`src/rtl/song_writer.sv`:
```
// song_writer: captures live key presses as packed note/rest entries for the
// 128-entry user-song RAM, then fills the unused tail of the RAM with zero-length rests.
module song_writer (
  input  logic        clk,
  input  logic        reset,
  input  logic        record,
  input  logic        beat,
  input  logic [5:0]  key_note,
  output logic        write_enable,
  output logic [6:0]  write_address,
  output logic [15:0] write_payload,
  output logic [7:0]  entries_written,
  output logic        full,
  output logic        busy
);

  typedef enum logic [2:0] {
    IDLE  = 3'd0,
    ARM   = 3'd1,
    NOTE  = 3'd2,
    REST  = 3'd3,
    CLEAR = 3'd4,
    DONE  = 3'd5
  } state_t;

  localparam logic [8:0]  DUR_MAX     = 9'd511;
  localparam logic [7:0]  DEPTH       = 8'd128;
  localparam logic [6:0]  LAST_ADDR   = 7'd127;
  localparam logic [15:0] CLEAR_ENTRY = 16'h8000;

  state_t      state, state_next;
  logic        record_q;
  logic [5:0]  note, note_next;
  logic [8:0]  dur, dur_next;
  logic [7:0]  count_next;
  logic        full_next;
  logic [6:0]  clear_ptr, clear_ptr_next;
  logic        we_next;
  logic [6:0]  addr_next;
  logic [15:0] payload_next;
  logic        busy_next;

  logic        record_rise;
  logic [8:0]  dur_eff;
  logic [8:0]  note_dur;
  logic [7:0]  count_inc;

  // A beat landing in the same cycle as a key change belongs to the entry being closed.
  assign record_rise = record & ~record_q;
  assign dur_eff     = (beat && (dur != DUR_MAX)) ? (dur + 9'd1) : dur;
  assign note_dur    = (dur_eff == 9'd0) ? 9'd1 : dur_eff;
  assign count_inc   = entries_written + 8'd1;

  // Next-state, entry packing and write strobe generation.
  always_comb begin
    state_next     = state;
    note_next      = note;
    dur_next       = dur;
    count_next     = entries_written;
    full_next      = full;
    clear_ptr_next = clear_ptr;
    we_next        = 1'b0;
    addr_next      = write_address;
    payload_next   = write_payload;

    if (record_rise) begin
      // A new recording always wins, even over a pending entry or a running clear.
      state_next = ARM;
      count_next = 8'd0;
      full_next  = 1'b0;
      dur_next   = 9'd0;
    end else begin
      case (state)
        IDLE, DONE: begin
          state_next = state;
        end

        ARM: begin
          // Leading silence is never recorded.
          if (!record) begin
            state_next     = CLEAR;
            clear_ptr_next = 7'd0;
          end else if (key_note != 6'd0) begin
            note_next  = key_note;
            dur_next   = 9'd0;
            state_next = NOTE;
          end
        end

        NOTE: begin
          if (!record || (key_note != note)) begin
            we_next      = 1'b1;
            addr_next    = entries_written[6:0];
            payload_next = {1'b0, note, note_dur};
            count_next   = count_inc;
            dur_next     = 9'd0;
            if (count_inc == DEPTH) begin
              full_next  = 1'b1;
              state_next = DONE;
            end else if (!record) begin
              state_next     = CLEAR;
              clear_ptr_next = count_inc[6:0];
            end else if (key_note != 6'd0) begin
              note_next  = key_note;
              state_next = NOTE;
            end else begin
              state_next = REST;
            end
          end else begin
            dur_next = dur_eff;
          end
        end

        REST: begin
          if (!record) begin
            // The trailing rest is dropped.
            state_next     = CLEAR;
            clear_ptr_next = entries_written[6:0];
            dur_next       = 9'd0;
          end else if (key_note != 6'd0) begin
            note_next = key_note;
            dur_next  = 9'd0;
            if (dur_eff != 9'd0) begin
              we_next      = 1'b1;
              addr_next    = entries_written[6:0];
              payload_next = {1'b1, 6'd0, dur_eff};
              count_next   = count_inc;
            end
            if ((dur_eff != 9'd0) && (count_inc == DEPTH)) begin
              full_next  = 1'b1;
              state_next = DONE;
            end else begin
              state_next = NOTE;
            end
          end else begin
            dur_next = dur_eff;
          end
        end

        CLEAR: begin
          we_next      = 1'b1;
          addr_next    = clear_ptr;
          payload_next = CLEAR_ENTRY;
          if (clear_ptr == LAST_ADDR) begin
            state_next = DONE;
          end else begin
            clear_ptr_next = clear_ptr + 7'd1;
          end
        end

        default: begin
          state_next = IDLE;
        end
      endcase
    end

    busy_next = !((state_next == IDLE) || (state_next == DONE));
  end

  // State and registered outputs; reset aborts any recording or clear immediately.
  always_ff @(posedge clk or negedge reset) begin
    if (!reset) begin
      state           <= IDLE;
      record_q        <= 1'b0;
      note            <= 6'd0;
      dur             <= 9'd0;
      entries_written <= 8'd0;
      full            <= 1'b0;
      clear_ptr       <= 7'd0;
      write_enable    <= 1'b0;
      write_address   <= 7'd0;
      write_payload   <= 16'd0;
      busy            <= 1'b0;
    end else begin
      state           <= state_next;
      record_q        <= record;
      note            <= note_next;
      dur             <= dur_next;
      entries_written <= count_next;
      full            <= full_next;
      clear_ptr       <= clear_ptr_next;
      write_enable    <= we_next;
      write_address   <= addr_next;
      write_payload   <= payload_next;
      busy            <= busy_next;
    end
  end

endmodule

```
`config.mk`:
```
export PLATFORM = sky130hd
export DESIGN_NAME = song_writer
export DESIGN_NICKNAME = d
export VERILOG_FILES = /design/src/rtl/song_writer.sv
export SDC_FILE = /design/constraint.sdc
export NUM_CORES = 1
export LEC_CHECK = 0
export ABC_AREA = 0
export CAP_MARGIN = 10
export CORE_ASPECT_RATIO = 1.75
export CORE_MARGIN = 2
export CORE_UTILIZATION = 55
export CTS_BUF_LIST = sky130_fd_sc_hd__clkbuf_2
export DETAILED_ROUTE_END_ITERATION = 12
export PLACE_DENSITY = 0.84
export SLEW_MARGIN = 5
export SYNTH_ARGS = -nofsm -noshare
export SYNTH_HDL_FRONTEND = slang
export SYNTH_SLANG_ARGS = --single-unit
```
`constraint.sdc`:
```
create_clock -name clk -period 6.1 [get_ports clk]
set_input_delay 1.525 -clock clk [delete_from_list [all_inputs] [get_ports clk]]
set_output_delay 1.525 -clock clk [all_outputs]
set_load 0.005 [all_outputs]
```
Routed clock nets over the placement:
Scale bar: 20 µm.
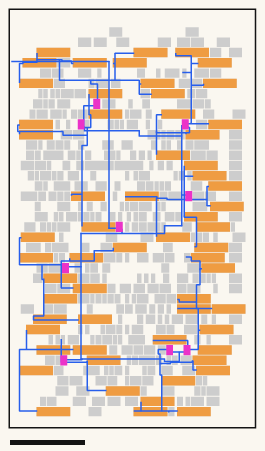
[clock-net drivers] magenta | count: 9
[clock wires] blue | length: 769 µm
[flip-flops] orange | count: 60
flops lie	widely spread
routed clock nets	10
P_clk: 190 µW
clock power share: 20.7%
setup clock skew after layout: 0.0187 ns

==> flow_metrics.py <==
# Physical implementation metrics
metrics = {
    "worst_setup_path": {
        "setup_slack_reg_to_reg_ns": 2.38,
        "cell_type_of_the_slowest_stage_on_the_worst_timing_path": "sky130_fd_sc_hd__a31oi_4",
        "worst_ep_required_time_ns": 6.53,
        "reg2reg_from": "dur[0]",
        "worst_ep_arrival_time_ns": 4.54,
    },
    "final_timing": {
        "part_of_the_cycle_the_worst_path_needs_pct": 67.3,
        "setup_violations": 0,
        "final.hold.worst_slack_ns": 0.498,
        "report.final.hold_viol_count": 0,
        "max_slew_margin_pct": 37.3,
        "final-max-slew-violation-count": 0,
        "tightest_slew_ns": 0.941,
    },
    "clocking": {
        "buffers_inserted_during_post_cts_setup_optimization": 0,
        "clock_path_buffers": 2,
        "tritoncts_num_sinks": 60,
        "clk_latency_ns": 0.50,
    },
    "pwr": {
        "ir_drop_mv": 0.122,
        "power.share.combinational_pct": 23.1,
        "switching_portion_of_total_power_pct": 31.2,
        "power.sequential.fraction_pct": 56.2,
        "static-leakage-power_uw": 0.00178,
    },
    "drt": {
        "met2WireLength_um": 4580,
        "length_of_routed_met3_wiring_um": 425,
        "wirelength_met1_um": 3420,
    },
    "cells_and_area": {
        "antenna_cells": 0,
        "area_growth_pct": 14.3,
        "nNetsFinal": 437,
        "n_fill_cell": 537,
        "finish.instance_area_um2": 4080,
    },
    "synth": {
        "ys_top_cells_by_area": "sky130_fd_sc_hd__dfrtp_1, sky130_fd_sc_hd__nand2_1, sky130_fd_sc_hd__xnor2_1, sky130_fd_sc_hd__nor2_1, sky130_fd_sc_hd__a22o_1",
        "postSynthAreaPerCell_um2": 9.18,
        "syn_nets": 404,
        "top_cell_area_share_pct": 42.1,
        "synthAdderAreaFrac_pct": 1.75,
        "yosysWarnings": 0,
        "syn_inst": 389,
        "synth.cellmix.compoundShare_pct": 23.0,
        "ys_area_um2": 3570,
        "synth.cells.most_frequent": "sky130_fd_sc_hd__dfrtp_1, sky130_fd_sc_hd__nand2_1, sky130_fd_sc_hd__nor2_1",
    },
    "job": {
        "max-cap-violations": 0,
    },
    "min_path": {
        "min_from": "write_address[4]",
    },
    "global_routing": {
        "number_of_antenna_violations_at_the_first_check_in_global_routing": 0,
        "first_pass_grt_wire_length_um": 15000,
        "grtUsageTotal_pct": 26.8,
    },
    "placement": {
        "detailedPlacementHpwl_um": 6450,
    },
    "outcome": {
        "run_status": "finished, final reports clean",
    },
}
Where the registers sit:
Scale bar: 20 µm. Other sequential cells in the stronger grey, the rest of the logic in the fainter grey.
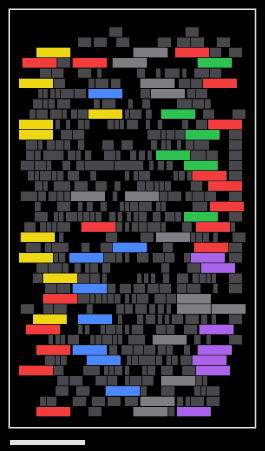
name in the netlist	colour	flops
write_payload	red	16
write_address	purple	7
note	green	6
entries_written	blue	8
dur	yellow	9
not coloured	14

-- cell type report --
type,instances,share of cell area [%]
Clock inverter,4,0.429
Tap cell,80,2.45
Timing Repair Buffer,46,11.0
Inverter,11,1.01
Multi-Input combinational cell,294,47.0
Sequential cell,60,36.8
Clock buffer,11,1.35
-- state kept, by name (all words and copies together) (netlist names) --
register,flops
busy,1
clear_ptr,7
dur,9
entries_written,8
full,1
note,6
record_q,1
state,3
write_address,7
write_enable,1
write_payload,16
-- worst max-delay path, delay by kind of cell --
| family | cells | cell delay (ns) |
|---|---|---|
| buf+inv | 1 | 0.55 |
| compound gates | 4 | 1.68 |
| simple gates | 2 | 0.77 |
-- stage by stage --
stage,instances,total power (µW)
final,506,916
after floorplan,389,625
after detailed placement,491,735
after global placement,491,727
after CTS,506,924
after global routing,506,969
Power figures rest on the tool's default switching activity, not on a simulated workload.
